### Floorplan with the power grid

Pins as bars on the die edge.
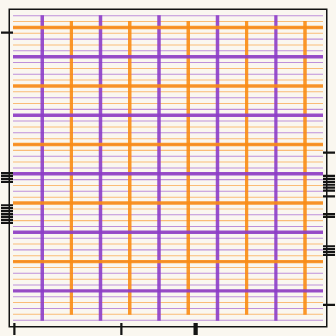
### Placed cells, one colour a class

Bar = 50 microns.
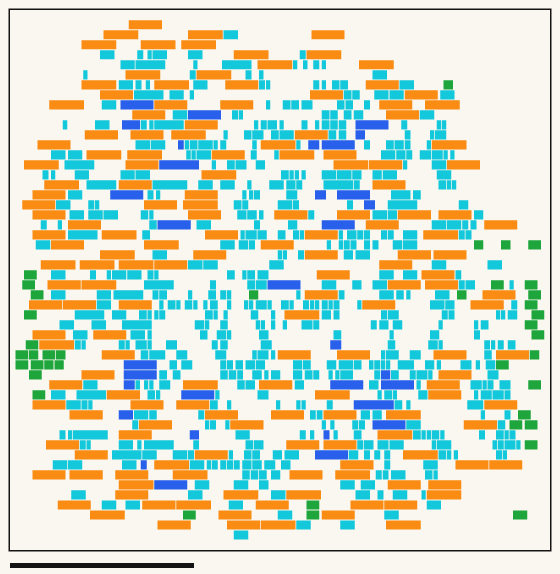
### Routed clock nets over the placement

Bar = 50 microns.
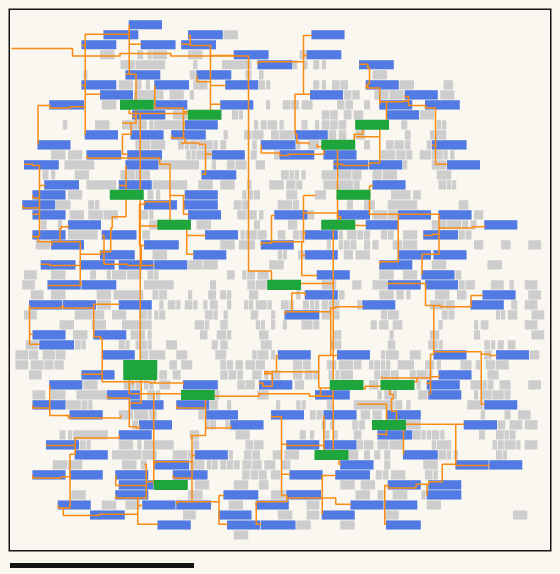
File: src/rtl/gen_mux_sel_pkg.sv
// gen_mux_sel_pkg: shared state type, default pattern LUT contents and parameter legality checks
package gen_mux_sel_pkg;
  typedef enum logic {IDLE = 1'b0, RUN = 1'b1} state_e;
  localparam int DEF_NUM_IN   = 9;
  localparam int DEF_SEL_W    = 4;
  localparam int DEF_LUT_ROWS = 4;
  localparam int DEF_ROW_W    = 2;
  localparam int DEF_LUT_COLS = 9;
  localparam int DEF_COL_W    = 4;
  function automatic int lut_default(int row, int col, int num_in, int lut_cols);
    return row == 1 ? (lut_cols - 1 - col) % num_in :
           row == 2 ? (col + 1) % num_in :
           row == 3 ? ((col % 3) * 3 + col / 3) % num_in :
                      col % num_in;
  endfunction
  function automatic bit params_ok(int num_in, int sel_w, int lut_rows, int row_w,
                                   int lut_cols, int col_w);
    return num_in > 0 && lut_rows > 0 && lut_cols > 0 &&
           (2 ** sel_w) >= num_in && (2 ** row_w) >= lut_rows && (2 ** col_w) > lut_cols;
  endfunction
endpackage

File: src/rtl/gen_mux_sel_lut.sv
// gen_mux_sel_lut: pattern LUT register array with gated write port, reset defaults and write-through read
module gen_mux_sel_lut
  import gen_mux_sel_pkg::*;
#(
  parameter int NUM_IN   = DEF_NUM_IN,
  parameter int SEL_W    = DEF_SEL_W,
  parameter int LUT_ROWS = DEF_LUT_ROWS,
  parameter int ROW_W    = DEF_ROW_W,
  parameter int LUT_COLS = DEF_LUT_COLS,
  parameter int COL_W    = DEF_COL_W
) (
  input  logic             clk,
  input  logic             rst_n,
  input  logic             wr_en,
  input  logic [ROW_W-1:0] wr_row,
  input  logic [COL_W-1:0] wr_col,
  input  logic [SEL_W-1:0] wr_data,
  input  logic [ROW_W-1:0] rd_row,
  input  logic [COL_W-1:0] rd_col,
  output logic [SEL_W-1:0] rd_data
);
  logic [SEL_W-1:0] lut_q [LUT_ROWS][LUT_COLS];
  always_ff @(posedge clk or negedge rst_n) begin
    if (!rst_n) begin
      for (int r = 0; r < LUT_ROWS; r++)
        for (int c = 0; c < LUT_COLS; c++)
          lut_q[r][c] <= SEL_W'(lut_default(r, c, NUM_IN, LUT_COLS));
    end else if (wr_en) begin
      lut_q[wr_row][wr_col] <= wr_data;
    end
  end
  // Forwarding lets a write landing with START be seen by that run's first beat
  assign rd_data = (wr_en && wr_row == rd_row && wr_col == rd_col) ? wr_data : lut_q[rd_row][rd_col];
endmodule

File: src/rtl/gen_mux_sel_seq_ctrl.sv
// gen_mux_sel_seq_ctrl: LUT-driven NUM_IN:1 mux select sequencer with valid/ready output; GEN_MUX_SEL_CONT_EN enables continuous passes
module gen_mux_sel_seq_ctrl
  import gen_mux_sel_pkg::*;
#(
  parameter int NUM_IN   = DEF_NUM_IN,
  parameter int SEL_W    = DEF_SEL_W,
  parameter int LUT_ROWS = DEF_LUT_ROWS,
  parameter int ROW_W    = DEF_ROW_W,
  parameter int LUT_COLS = DEF_LUT_COLS,
  parameter int COL_W    = DEF_COL_W
) (
  input  logic             SYS_CLK,
  input  logic             SYS_NRST,
  input  logic             START,
  input  logic             STOP,
  input  logic             CONT,
  input  logic [ROW_W-1:0] ROW_SEL,
  input  logic [COL_W-1:0] STEP_CNT,
  input  logic             DST_RDY,
  input  logic             LUT_WR_EN,
  input  logic [ROW_W-1:0] LUT_WR_ROW,
  input  logic [COL_W-1:0] LUT_WR_COL,
  input  logic [SEL_W-1:0] LUT_WR_DATA,
  output logic [SEL_W-1:0] CTRL_REGNUM_SEL,
  output logic             CTRL_VLD,
  output logic             BUSY,
  output logic             DONE,
  output logic             WR_ERR
);
  localparam bit PARAMS_OK = params_ok(NUM_IN, SEL_W, LUT_ROWS, ROW_W, LUT_COLS, COL_W);
  localparam logic [COL_W-1:0] COLS_L = COL_W'(LUT_COLS);
  if (!PARAMS_OK) begin : g_param_err
    $error("gen_mux_sel_seq_ctrl: illegal parameter set");
  end
  state_e           state_q;
  logic [ROW_W-1:0] row_q, row_d, rd_row;
  logic [COL_W-1:0] steps_q, steps_d, col_q, rd_col;
  logic [SEL_W-1:0] sel_q, rd_data;
  logic             vld_q, done_q, wr_err_q, wr_ok, last, cont;
`ifdef GEN_MUX_SEL_CONT_EN
  assign cont = CONT;
`else
  logic unused_cont;
  assign unused_cont = CONT;
  assign cont = 1'b0;
`endif
  assign row_d   = ({1'b0, ROW_SEL} < (ROW_W + 1)'(LUT_ROWS)) ? ROW_SEL : '0;
  assign steps_d = (STEP_CNT == '0 || STEP_CNT > COLS_L) ? COLS_L : STEP_CNT;
  assign last    = col_q == steps_q - 1'b1;
  assign wr_ok   = LUT_WR_EN && state_q == IDLE &&
                   {1'b0, LUT_WR_DATA} < (SEL_W + 1)'(NUM_IN) &&
                   {1'b0, LUT_WR_ROW} < (ROW_W + 1)'(LUT_ROWS) &&
                   {1'b0, LUT_WR_COL} < (COL_W + 1)'(LUT_COLS);
  // Read address is the value to present after the coming edge
  always_comb begin
    rd_row = row_q;
    rd_col = col_q + 1'b1;
    if (state_q == IDLE || (last && cont)) begin
      rd_row = row_d;
      rd_col = '0;
    end
  end
  gen_mux_sel_lut #(
    .NUM_IN(NUM_IN), .SEL_W(SEL_W), .LUT_ROWS(LUT_ROWS),
    .ROW_W(ROW_W), .LUT_COLS(LUT_COLS), .COL_W(COL_W)
  ) u_lut (
    .clk(SYS_CLK), .rst_n(SYS_NRST), .wr_en(wr_ok), .wr_row(LUT_WR_ROW),
    .wr_col(LUT_WR_COL), .wr_data(LUT_WR_DATA), .rd_row(rd_row), .rd_col(rd_col),
    .rd_data(rd_data)
  );
  always_ff @(posedge SYS_CLK or negedge SYS_NRST) begin
    if (!SYS_NRST) begin
      state_q  <= IDLE;
      row_q    <= '0;
      steps_q  <= '0;
      col_q    <= '0;
      sel_q    <= '0;
      vld_q    <= 1'b0;
      done_q   <= 1'b0;
      wr_err_q <= 1'b0;
    end else begin
      done_q   <= 1'b0;
      wr_err_q <= LUT_WR_EN && !wr_ok;
      if (state_q == IDLE) begin
        if (START) begin
          state_q <= RUN;
          row_q   <= row_d;
          steps_q <= steps_d;
          col_q   <= '0;
          sel_q   <= rd_data;
          vld_q   <= 1'b1;
        end
      end else if (STOP) begin
        state_q <= IDLE;
        vld_q   <= 1'b0;
      end else if (vld_q && DST_RDY) begin
        if (!last) begin
          col_q <= col_q + 1'b1;
          sel_q <= rd_data;
        end else if (cont) begin
          done_q <= 1'b1;
          row_q  <= row_d;
          col_q  <= '0;
          sel_q  <= rd_data;
        end else begin
          done_q  <= 1'b1;
          state_q <= IDLE;
          col_q   <= '0;
          vld_q   <= 1'b0;
        end
      end
    end
  end
  assign CTRL_REGNUM_SEL = sel_q;
  assign CTRL_VLD        = vld_q;
  assign BUSY            = state_q == RUN;
  assign DONE            = done_q;
  assign WR_ERR          = wr_err_q;
endmodule

File: config.mk
export PLATFORM = sky130hd
export DESIGN_NAME = gen_mux_sel_seq_ctrl
export DESIGN_NICKNAME = d
export VERILOG_FILES = /design/src/rtl/gen_mux_sel_pkg.sv /design/src/rtl/gen_mux_sel_lut.sv /design/src/rtl/gen_mux_sel_seq_ctrl.sv
export SDC_FILE = /design/constraint.sdc
export NUM_CORES = 1
export LEC_CHECK = 0
export CAP_MARGIN = 20
export CORE_UTILIZATION = 40
export CTS_CLUSTER_SIZE = 30
export DETAILED_ROUTE_END_ITERATION = 16
export PLACE_DENSITY = 0.53
export SYNTH_ARGS = -nofsm -noshare
export SYNTH_HDL_FRONTEND = slang
export SYNTH_SLANG_ARGS = --single-unit
File: constraint.sdc
create_clock -name SYS_CLK -period 6.6 [get_ports SYS_CLK]
set_input_delay 0.66 -clock SYS_CLK [delete_from_list [all_inputs] [get_ports SYS_CLK]]
set_output_delay 0.66 -clock SYS_CLK [all_outputs]
set_load 0.03 [all_outputs]
==> notes.md <==
On the backend side, the flow ran end to end.

The flow ran to the end, and the final reports show no timing, DRC or antenna violations. The multiplexer share of the synthesized area stands at 19.8%. The number of antenna violations at the first check in global routing came to 0.

The first detailed-routing pass took 5 iterations. The length in cells of the worst reg-to-reg path stands at 8. The final sum of negative setup slack stands at 0 ns.

The floorplan step records an initial core utilization of 41.2%. The final wirelength stands at 23800 microns. The growth of design area from synthesis to finish stands at 13.1%.

The detailed router used layers up to and including met4. The slew check shows that the tightest pin keeps a relative margin of 36.4%. Summed over all cells, the static leakage comes to 3.95 nW. Per the STA report, the cell with the highest stage delay on the worst path is sky130_fd_sc_hd__a2111oi_0. Dividing the detail-routed via count by the number of cells gives 5.81.

The quantity of hold-fixing buffers added after cts stands at 0. Ranked by total cell area, the synthesized netlist is headed by sky130_fd_sc_hd__dfrtp_1 33%, sky130_fd_sc_hd__dfstp_2 16%, sky130_fd_sc_hd__mux2_2 14%. The total CTS buffers stands at 17. In this run, the synthesized area fraction spent on xor and xnor cells is recorded as 1.15%. The number of nets in the layout stands at 811. Synthesis produced a netlist with a net count of 798.

TritonRoute reported its final design rule violation total as 0. The detailed router finished its first iteration with 425 violations. Detailed routing placed a total of 1300 microns of wire on met3.

The congestion estimate from routability-driven global placement came to 0.861. The area fraction in full adders, half adders and majority gates stands at 0.298%. The peak fanout along the critical path stands at 33. The layout has 1880 filler cells. The share of cells above drive strength 1 stands at 28.3%. The depth of the critical timing path with buffers and inverters included stands at 9. The worst setup path is captured at a register. According to the floorplan report, the total die area is 21600 sq um. Tracing the worst setup path back leads to its startpoint at ROW_SEL[0]. Counting only logic cells after layout, the most numerous master is sky130_fd_sc_hd__dfrtp_1. The required time at the worst endpoint is listed as 6.89 ns. The count of buffers from port buffering stands at 29. The count of unique library cells instantiated by Yosys stands at 60.

The power density over the cells stands at 308 nW/um^2. Ranking logic cells in the layout by count gives the top entries 110 x sky130_fd_sc_hd__dfrtp_1, 102 x sky130_fd_sc_hd__mux2_2, 85 x sky130_fd_sc_hd__nand2_1. Looking at the max-slew report, the worst-margin pin has a slew of 0.946 ns.

The biggest area contributor in the post-synthesis netlist is sky130_fd_sc_hd__dfrtp_1. The most critical min-delay path falls under in -> async. Setup repair after global routing left no endpoint under its margin. In this run the critical register-to-register path is captured at CTRL_REGNUM_SEL[3]$_DFFE_PN0P_. The first global-routing pass estimated 37700 microns of wire. The number of warnings in the stage logs stands at 27. The critical path's largest stage delay stands at 0.64 ns. Counting flops with a built-in enable in the synthesized netlist gives 0. Per the synthesis report, the simple-gate share of the synthesized area is 13.2%. The total met2 wirelength after detailed routing stands at 11100 microns. The total count of max-transition violations in the final report stands at 0. The total inserted antenna cells stands at 0. The synthesized instance count is 773. The clock slew at the register clock pins of the worst setup and hold paths stands at 0.06 ns. STA reports a reg2reg setup slack of 3.09 ns.

The max-cap violation count stands at 0. The average wire per cell in the routed design stands at 22.3 microns. In the synthesis report, Yosys lists the chip area as 8390 sq um. By area, the combinational part of the netlist is dominated by multiplexers. The startpoint identified for the worst register-to-register timing path is BUSY$_DFF_PN0_. After synthesis, the most frequently instantiated cells are 110 x sky130_fd_sc_hd__dfrtp_1, 102 x sky130_fd_sc_hd__mux2_2, 85 x sky130_fd_sc_hd__nand2_1, 65 x sky130_fd_sc_hd__o21ai_0, 52 x sky130_fd_sc_hd__dfstp_2. The count of clock tree sinks stands at 162. Clock tree synthesis selected as its root buffer the cell sky130_fd_sc_hd__clkbuf_16. The critical path data arrival time stands at 3.81 ns. The kind of cell with the highest combined delay along the critical path is multiplexers. The critical path is of the in -> reg type. From the final report, the count of setup violators was given as 0.

The proportion of synthesized flip-flops having asynchronous set or reset stands at 100%. After layout, the worst path uses 53.3% of the clock period. Overall routing resource usage recorded by global route was 23.4%.

The number of buffer and inverter instances along the worst setup path stands at 3. The timing report shows the most common cell along the critical path to be sky130_fd_sc_hd__buf_4. The synthesis log from Yosys contains 0 warnings.

The mean instance size in the synthesized netlist stands at 10.9 sq um. The combinational cell area excluding buffers and inverters stands at 4010 sq um. The routed length on met1 stands at 10800 microns. In this build the clock could be raised as far as 284 MHz. The cell total in the yosys stat output stands at 773. The most frequently used library cell after synthesis is sky130_fd_sc_hd__dfrtp_1.

Summing the areas of all compound-gate instances in the mapped netlist gives 13.3% of the synthesized area. Once detail routing completed, the nets flagged for antenna violations numbered 0. The H-tree was split into 4 levels. The detailed router placed 6211 vias in this run. Looking at the post-CTS report, the setup buffer insertion count equals 0.

The critical path ends at CTRL_REGNUM_SEL[3]$_DFFE_PN0P_. The number of ports placed on the die boundary stands at 31. Entering global routing, the biggest net connects 99 pins. Of the post-synthesis cell area, the dominant cell type holds 32.8%. The longest clock path from root to sink contains 2 buffers.

The global route total overflow stands at 0. The count of final hold-check violations stands at 0. The horizontal die dimension reported for this design is 147 microns. For this run, the leading register cell type out of synthesis is sky130_fd_sc_hd__dfrtp_1. The register bit count reported by yosys stands at 162.

For the finished layout, the period the worst path requires is 3.52 ns. STA classifies the critical path startpoint as a primary input. The signal on the critical path passes through clkdlybuf4s50_1 -> buf_4 -> mux2i_4 -> buf_4 -> mux4_2 -> nand2_1 -> o21ai_0 -> a2111oi_0 -> o41ai_1. Summing all flip-flop and latch instances after layout gives 4120 sq um.

Power comes to 0.00292 W. Once detailed placement completed, the half-perimeter wirelength came to 15600 microns. The quantity of gates resized following cts stands at 0.

The cell area after technology mapping stands at 8390 sq um. The sequential cell area fraction in the yosys report stands at 49.1%. The via count of the first global-routing pass stands at 6440. TritonCTS built the clock tree.
-- 'Floorplan with the power grid' (at the start) --
VDD: in orange. VSS: in purple.
10 straps on met4. The core has 52 rows. 31 signal pins sit on the boundary. 10 straps on met5. 53 met1 rails follow the rows.
worst supply voltage drop on vdd: 193 uV
die outline height: 147 microns
CORE AREA: 20400 sq um

-- 'Placed cells, one colour a class' (at the start) --
clock drivers and dummy loads: in blue, cells 32, share of their area 6.5%. remaining buffers and delay cells: in green, cells 39, share of their area 4.0%. registers: in orange, cells 162, share of their area 45%. remaining logic cells: in cyan, cells 566, share of their area 45%.
utilization after layout: 46.6%
Rows: 52
Post-Layout Inst Area: 9490 sq um
proportion of cell area occupied by registers: 43.4%

-- 'Routed clock nets over the placement' (at the start) --
clock-net drivers: in green, count 17. clock wires: in orange, length 2140 microns. flip-flops: in blue, count 162.
There are 18 routed clock nets.
worst setup skew after layout: 0.00772 ns
part of the power in the clock network: 34.4%
power dissipated in the clock network: 0.00101 W
insertion delay at the late pin of the worst-skew pair: 0.43 ns

## worst register-to-register path, delay by kind of cell, from the launching register on
family / cells / cell delay (ns)
mux: 2 / 1.26
compound gates: 3 / 0.88
flops: 1 / 0.32
simple gates: 1 / 0.09
buf+inv: 2 / 0.83
## where the power goes
| part | internal [W] | switching (W) |
|---|---|---|
| Clock | 0.000572 | 0.000434 |
| Sequential | 0.00108 | 0.0000540 |
| Combinational | 0.000289 | 0.000494 |
## per-layer routing
| metal | global-route usage (%) | up-vias |
|---|---|---|
| met1 | 31.8 | 3171 |
| met3 | 4.57 | 40 |
| met5 | 0 | - |
| li1 | - | 2812 |
| met4 | 9.69 | 0 |
| met2 | 36.7 | 188 |
## through the flow
stage	std cells	worst slack, ns	cell area [sq um]	hold WS, ns	utilization [%]
2_1_floorplan	773	3.98	8390	0.364	-
3_3_place_gp	1037	2.73	8900	0.457	43.7
3_5_place_dp	1037	2.75	8900	0.463	43.7
4_1_cts	1069	3.17	9490	0.370	46.6
5_1_grt	1069	2.85	9490	0.419	46.6
6_report	1069	3.08	9490	0.325	46.6
## cell type report
type	count	area share, %
clock buffers	18	4.63
clock inverters	14	1.61
inverters	17	0.673
multi-input cells	549	42.3
flip-flops and latches	162	43.4
well taps	270	3.56
repair buffers	39	3.86
## sequential cells by signal, indices dropped and copies added (netlist names)
| signal | flops |
|---|---|
| row_q | 2 |
| u_lut.lut_q | 144 |
| WR_ERR | 1 |
| CTRL_VLD | 1 |
| CTRL_REGNUM_SEL | 4 |
| BUSY | 1 |
| DONE | 1 |
| col_q | 4 |
| steps_q | 4 |
## cell families (layout without fill, tap and decap cells)
logic type      Yosys count  after routing
fa+ha+maj                 2              2
flops                   162            162
xor+xnor                 11             11
buf+inv                  62             88
compound gates          177            177
simple gates            230            230
mux                     129            129
No activity file was given, so power comes from the tool's default toggle rates.
